### src/rtl/bus_arbiter_if.sv
// bus_arbiter_if: one memory-bus link between a requester (master) and a responder (slave)
//   addr   32  byte address            master -> slave
//   rstrb   1  read request/strobe     master -> slave
//   wmask   4  byte write enables      master -> slave
//   wdata  32  write data              master -> slave
//   rdata  32  read data               slave  -> master
//   ack     1  completion pulse        slave  -> master
interface bus_arbiter_if;
    logic [31:0] addr;
    logic        rstrb;
    logic [3:0]  wmask;
    logic [31:0] wdata;
    logic [31:0] rdata;
    logic        ack;
    modport master (output addr, rstrb, wmask, wdata, input rdata, ack);
    modport slave  (input addr, rstrb, wmask, wdata, output rdata, ack);
endinterface

### src/rtl/bus_arbiter.sv
// bus_arbiter: shares one memory bus between two masters and routes each access to RAM or UART
//   clk_i   in   clock, all state on rising edge
//   rst_ni  in   asynchronous reset, active low
//   m0, m1  slave modport    requester links (M0 processor, M1 debug/boot loader)
//   ram     master modport   RAM link, selected when addr[IO_BIT] = 0
//   uart    master modport   UART link, selected when addr[IO_BIT] = 1
//   gnt_o   out  2  one-hot owner of the transaction in flight, 0 when idle
module bus_arbiter #(
    parameter int IO_BIT     = 22,
    parameter int RD_LATENCY = 1
) (
    input  logic                 clk_i,
    input  logic                 rst_ni,
    bus_arbiter_if.slave         m0,
    bus_arbiter_if.slave         m1,
    bus_arbiter_if.master        ram,
    bus_arbiter_if.master        uart,
    output logic [1:0]           gnt_o
);
    typedef enum logic [1:0] {IDLE, ISSUE, WAIT, ACK} state_t;
    state_t      state, state_nx;
    logic        req0, req1, win, win_nx, last, grant, capture, issue, is_wr, tgt;
    logic [2:0]  cnt, cnt_nx;
    logic [31:0] addr_q, wdata_q, rdata0, rdata1, addr_sel, rdata_sel;
    logic [3:0]  wmask_q;
    logic        unused;

    assign req0 = m0.rstrb | (|m0.wmask);
    assign req1 = m1.rstrb | (|m1.wmask);
    // on a tie the master that did not win last time goes first
    assign win_nx    = (req0 & req1) ? ~last : req1;
    assign addr_sel  = win_nx ? m1.addr : m0.addr;
    assign is_wr     = |wmask_q;
    assign rdata_sel = tgt ? uart.rdata : ram.rdata;
    assign issue     = state == ISSUE;

    always_comb begin
        state_nx = state;
        cnt_nx   = cnt;
        grant    = 1'b0;
        capture  = 1'b0;
        case (state)
            IDLE: begin
                grant    = req0 | req1;
                state_nx = grant ? ISSUE : IDLE;
            end
            ISSUE: begin
                state_nx = is_wr ? ACK : WAIT;
                cnt_nx   = 3'(RD_LATENCY);
            end
            WAIT: begin
                // data is valid in the cycle the count runs out; register it for the ack cycle
                cnt_nx   = cnt - 3'd1;
                capture  = cnt == 3'd1;
                state_nx = capture ? ACK : WAIT;
            end
            ACK: state_nx = IDLE;
        endcase
    end

    always_ff @(posedge clk_i or negedge rst_ni) begin
        if (!rst_ni) begin
            state   <= IDLE;
            cnt     <= '0;
            win     <= 1'b0;
            last    <= 1'b1;
            tgt     <= 1'b0;
            addr_q  <= '0;
            wmask_q <= '0;
            wdata_q <= '0;
            rdata0  <= '0;
            rdata1  <= '0;
        end else begin
            state <= state_nx;
            cnt   <= cnt_nx;
            if (grant) begin
                win     <= win_nx;
                last    <= win_nx;
                addr_q  <= addr_sel;
                tgt     <= addr_sel[IO_BIT];
                wmask_q <= win_nx ? m1.wmask : m0.wmask;
                wdata_q <= win_nx ? m1.wdata : m0.wdata;
            end
            if (capture && !win) rdata0 <= rdata_sel;
            if (capture && win) rdata1 <= rdata_sel;
        end
    end

    // strobes are decoded from state so an async reset drops them at once
    assign ram.rstrb  = issue & ~is_wr & ~tgt;
    assign uart.rstrb = issue & ~is_wr & tgt;
    assign ram.wmask  = (issue & ~tgt) ? wmask_q : 4'b0;
    assign uart.wmask = (issue & tgt) ? wmask_q : 4'b0;
    assign ram.addr   = addr_q;
    assign uart.addr  = addr_q;
    assign ram.wdata  = wdata_q;
    assign uart.wdata = wdata_q;
    assign m0.ack     = (state == ACK) & ~win;
    assign m1.ack     = (state == ACK) & win;
    assign m0.rdata   = rdata0;
    assign m1.rdata   = rdata1;
    assign gnt_o      = (state == IDLE) ? 2'b00 : (win ? 2'b10 : 2'b01);
    // slaves never acknowledge toward the arbiter
    assign unused     = ram.ack ^ uart.ack;
endmodule

### src/flat_wrapper.sv
// flat-port wrapper written by rule: the top's interface ports become plain ports
module bus_arbiter_flat 
#(
    parameter int IO_BIT     = 22,
    parameter int RD_LATENCY = 1
)
  (clk_i, rst_ni, gnt_o, m0_addr, m0_rstrb, m0_wmask, m0_wdata, m0_rdata, m0_ack, m1_addr, m1_rstrb, m1_wmask, m1_wdata, m1_rdata, m1_ack, ram_addr, ram_rstrb, ram_wmask, ram_wdata, ram_rdata, ram_ack, uart_addr, uart_rstrb, uart_wmask, uart_wdata, uart_rdata, uart_ack);
  bus_arbiter_if m0_i ();
  bus_arbiter_if m1_i ();
  bus_arbiter_if ram_i ();
  bus_arbiter_if uart_i ();
  input  logic clk_i;
  input  logic rst_ni;
  output logic [1:0] gnt_o;
  input wire logic [$bits(m0_i.addr)-1:0] m0_addr;
  input wire logic [$bits(m0_i.rstrb)-1:0] m0_rstrb;
  input wire logic [$bits(m0_i.wmask)-1:0] m0_wmask;
  input wire logic [$bits(m0_i.wdata)-1:0] m0_wdata;
  output wire logic [$bits(m0_i.rdata)-1:0] m0_rdata;
  output wire logic [$bits(m0_i.ack)-1:0] m0_ack;
  input wire logic [$bits(m1_i.addr)-1:0] m1_addr;
  input wire logic [$bits(m1_i.rstrb)-1:0] m1_rstrb;
  input wire logic [$bits(m1_i.wmask)-1:0] m1_wmask;
  input wire logic [$bits(m1_i.wdata)-1:0] m1_wdata;
  output wire logic [$bits(m1_i.rdata)-1:0] m1_rdata;
  output wire logic [$bits(m1_i.ack)-1:0] m1_ack;
  output wire logic [$bits(ram_i.addr)-1:0] ram_addr;
  output wire logic [$bits(ram_i.rstrb)-1:0] ram_rstrb;
  output wire logic [$bits(ram_i.wmask)-1:0] ram_wmask;
  output wire logic [$bits(ram_i.wdata)-1:0] ram_wdata;
  input wire logic [$bits(ram_i.rdata)-1:0] ram_rdata;
  input wire logic [$bits(ram_i.ack)-1:0] ram_ack;
  output wire logic [$bits(uart_i.addr)-1:0] uart_addr;
  output wire logic [$bits(uart_i.rstrb)-1:0] uart_rstrb;
  output wire logic [$bits(uart_i.wmask)-1:0] uart_wmask;
  output wire logic [$bits(uart_i.wdata)-1:0] uart_wdata;
  input wire logic [$bits(uart_i.rdata)-1:0] uart_rdata;
  input wire logic [$bits(uart_i.ack)-1:0] uart_ack;
  assign m0_i.addr = m0_addr;
  assign m0_i.rstrb = m0_rstrb;
  assign m0_i.wmask = m0_wmask;
  assign m0_i.wdata = m0_wdata;
  assign m0_rdata = m0_i.rdata;
  assign m0_ack = m0_i.ack;
  assign m1_i.addr = m1_addr;
  assign m1_i.rstrb = m1_rstrb;
  assign m1_i.wmask = m1_wmask;
  assign m1_i.wdata = m1_wdata;
  assign m1_rdata = m1_i.rdata;
  assign m1_ack = m1_i.ack;
  assign ram_addr = ram_i.addr;
  assign ram_rstrb = ram_i.rstrb;
  assign ram_wmask = ram_i.wmask;
  assign ram_wdata = ram_i.wdata;
  assign ram_i.rdata = ram_rdata;
  assign ram_i.ack = ram_ack;
  assign uart_addr = uart_i.addr;
  assign uart_rstrb = uart_i.rstrb;
  assign uart_wmask = uart_i.wmask;
  assign uart_wdata = uart_i.wdata;
  assign uart_i.rdata = uart_rdata;
  assign uart_i.ack = uart_ack;
  bus_arbiter #(.IO_BIT(IO_BIT), .RD_LATENCY(RD_LATENCY)) u_core (.clk_i(clk_i), .rst_ni(rst_ni), .m0(m0_i), .m1(m1_i), .ram(ram_i), .uart(uart_i), .gnt_o(gnt_o));
endmodule
### config.mk
export PLATFORM = sky130hd
export DESIGN_NAME = bus_arbiter_flat
export DESIGN_NICKNAME = d
export VERILOG_FILES = /design/src/rtl/bus_arbiter_if.sv /design/src/rtl/bus_arbiter.sv /design/src/flat_wrapper.sv
export SDC_FILE = /design/constraint.sdc
export NUM_CORES = 1
export LEC_CHECK = 0
export CORE_AREA = 2 2 160 162
export DETAILED_ROUTE_END_ITERATION = 12
export DIE_AREA = 0 0 162 164
export HOLD_SLACK_MARGIN = 0.08
export SKIP_CTS_REPAIR_TIMING = 1
export SYNTH_ARGS = -nofsm -noshare
export SYNTH_HDL_FRONTEND = slang
export SYNTH_SLANG_ARGS = --single-unit
### constraint.sdc
create_clock -name clk_i -period 3.7 [get_ports clk_i]
set_input_delay 0.37 -clock clk_i [delete_from_list [all_inputs] [get_ports clk_i]]
set_output_delay 0.37 -clock clk_i [all_outputs]
set_load 0.03 [all_outputs]
==> impl_metrics.xml <==
<?xml version="1.0" encoding="UTF-8"?>
<metrics>
  <group name="synth">
    <metric name="synthesis.area_per_instance" unit="um2">8.83</metric>
    <metric name="top_area_share" unit="%">47.7</metric>
    <metric name="post_synthesis_adder_cell_area_fraction" unit="%">1.04</metric>
    <metric name="number_of_cell_instances_after_yosys_synthesis" unit="">819</metric>
    <metric name="synth.largest_area_cell" unit="">sky130_fd_sc_hd__dfrtp_1</metric>
    <metric name="synth.comb.largest_family" unit="">AND-OR/OR-AND gates</metric>
    <metric name="synth.cellmix.xorXnorShare" unit="%">0</metric>
    <metric name="synth_seq_share" unit="%">48.1</metric>
    <metric name="synthCells" unit="">819</metric>
    <metric name="synth.yosys.warnings" unit="">0</metric>
    <metric name="most_common_cell" unit="">sky130_fd_sc_hd__dfrtp_1</metric>
    <metric name="area_contributors_post_synth" unit="">sky130_fd_sc_hd__dfrtp_1, sky130_fd_sc_hd__o31a_1, sky130_fd_sc_hd__o21ai_0</metric>
    <metric name="yosys.stat.chipArea" unit="um2">7230</metric>
    <metric name="synth-seq-cells" unit="">139</metric>
  </group>
  <group name="critical_path">
    <metric name="ff2ff_setup_slack" unit="ns">1.30</metric>
    <metric name="critical-path-max-stage-delay" unit="ns">0.70</metric>
    <metric name="crit_path_start" unit="">u_core.wmask_q[2]</metric>
    <metric name="cp_data_required_time" unit="ns">3.33</metric>
    <metric name="crit_chain" unit="">or4_1, nor3b_1, clkdlybuf4s50_1</metric>
    <metric name="setup.worst_path.class" unit="">reg -&gt; out</metric>
    <metric name="worst_ep_arrival_time" unit="ns">2.38</metric>
    <metric name="timing.critical_path.slowest_stage_cell" unit="">sky130_fd_sc_hd__clkdlybuf4s50_1</metric>
    <metric name="crit_path_end" unit="">ram_rstrb</metric>
    <metric name="timing.rr.start" unit="">u_core.state[0]</metric>
  </group>
  <group name="layout">
    <metric name="n_clock_buffer" unit="">18</metric>
    <metric name="num-multi-input-gates" unit="">480</metric>
    <metric name="final_cell_area" unit="um2">11700</metric>
    <metric name="n_fill_cell" unit="">2436</metric>
    <metric name="layout.clock.cell_area_share" unit="%">5.08</metric>
    <metric name="n_all_buffers" unit="">421</metric>
    <metric name="sh_comb_area" unit="%">23.5</metric>
    <metric name="layout.cells.non_filler" unit="">1475</metric>
    <metric name="post_route_cells_drive_above_1_share" unit="%">4.46</metric>
    <metric name="n_antenna_cell" unit="">2</metric>
  </group>
  <group name="power">
    <metric name="vdd_drop_max" unit="V">0.000469</metric>
    <metric name="pwr-share-clk" unit="%">15.0</metric>
    <metric name="power_sequential" unit="uW">2900</metric>
    <metric name="maxPowerGroup" unit="">combinational cells</metric>
    <metric name="power_density" unit="nW/um2">996</metric>
    <metric name="pwr.group.combinational" unit="uW">7050</metric>
    <metric name="netSwitchingFraction" unit="%">46.6</metric>
  </group>
  <group name="detailed_routing">
    <metric name="drt_drc_violations_left" unit="">0</metric>
    <metric name="wirelength" unit="um">25100</metric>
    <metric name="first_pass_iters" unit="">4</metric>
    <metric name="initialDrtViolationCount" unit="">370</metric>
    <metric name="num_vias" unit="">6783</metric>
    <metric name="route.antenna.remaining_nets" unit="">0</metric>
  </group>
  <group name="timing">
    <metric name="slew_headroom" unit="%">27.3</metric>
    <metric name="timing.final.crit_share" unit="%">74.4</metric>
    <metric name="number_of_max_slew_violations_in_the_final_report" unit="">0</metric>
    <metric name="final.min_clock_period" unit="ns">2.75</metric>
    <metric name="setup-violations-final" unit="">0</metric>
    <metric name="max_clock_freq" unit="MHz">363</metric>
    <metric name="final_hold_vios" unit="">0</metric>
    <metric name="rsz0062_at_grt" unit="">no</metric>
  </group>
  <group name="floorplan">
    <metric name="floorplan.initialDensity" unit="%">29.1</metric>
    <metric name="die_x" unit="um">162</metric>
    <metric name="floorplan.tapcells" unit="">330</metric>
    <metric name="chipHeight" unit="um">164</metric>
    <metric name="design.portCount" unit="">412</metric>
  </group>
  <group name="run_status">
    <metric name="status" unit="">finished, final reports clean</metric>
  </group>
  <group name="flow_run">
    <metric name="warning_count" unit="">32</metric>
  </group>
  <group name="clock_network">
    <metric name="tritoncts" unit="">yes</metric>
    <metric name="numClockSinks" unit="">139</metric>
    <metric name="clock_tree.root_cell" unit="">sky130_fd_sc_hd__clkbuf_16</metric>
  </group>
  <group name="place">
    <metric name="dp_slack" unit="ns">0.900</metric>
    <metric name="numPortBuffers" unit="">409</metric>
    <metric name="routabilityCongestion" unit="">0.808</metric>
  </group>
  <group name="grt">
    <metric name="antenna_found_initial" unit="">2</metric>
    <metric name="globalRouteMet3Util" unit="%">4.04</metric>
    <metric name="use_met2" unit="%">32.1</metric>
  </group>
</metrics>
==> state kept, by name, indices dropped and copies added (netlist names) <==
signal	cells
u_core.wmask_q	4
u_core.state	2
u_core.ram.addr	32
u_core.ram.wdata	32
u_core.cnt	3
u_core.m0.rdata	32
u_core.win	1
u_core.last	1
u_core.m1.rdata	32
==> per-layer routing <==
layer / vias to the layer above / routed length [um] / part of all wire (%)
met5: - / 0 / 0
met4: 0 / 409 / 1.6
met3: 24 / 1230 / 4.9
met2: 215 / 12900 / 51
met1: 3218 / 10500 / 42
li1: 3326 / - / -
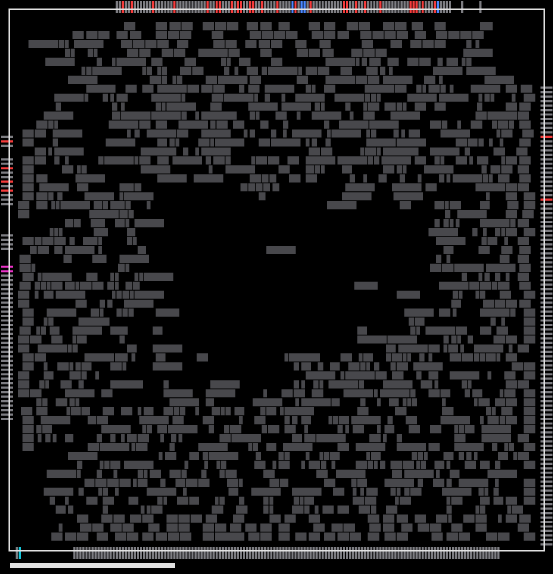
pinout.png
Scale bar: 50 um. Pins as bars across the die edge, other pins in grey.
Key: red = `ram_rdata` [pins 32, direction input, edge 26 top, 4 left, 2 right]; blue = `ram_wmask` [pins 4, direction output, edge top]; cyan = `uart_ack` [pins 1, direction input, edge bottom]; magenta = `gnt_o` [pins 2, direction output, edge left]
All pins by edge: 143 bottom, 113 top, 103 right, 53 left.

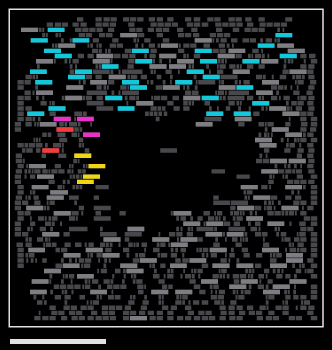
ff_map.png
Scale bar: 50 um.
Key: yellow = `u_core.wmask_q` [placed flops 4, where left middle]; cyan = `u_core.m0.rdata` [placed flops 32, where a band across the top]; red = `u_core.state` [placed flops 2]; magenta = `u_core.cnt` [placed flops 3]

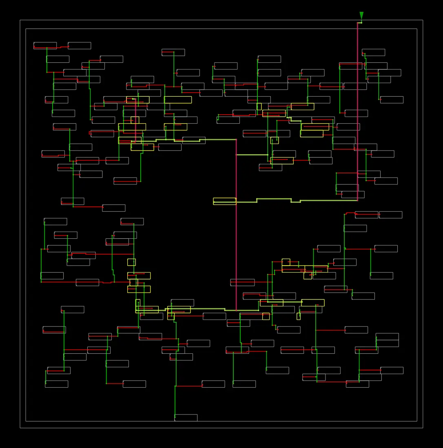
clock_nets.png
reported clock group power: 1750 uW
number of sequential cells in the layout: 139
CTS Buf Count: 17

Power is estimated from default activity; no workload was simulated.
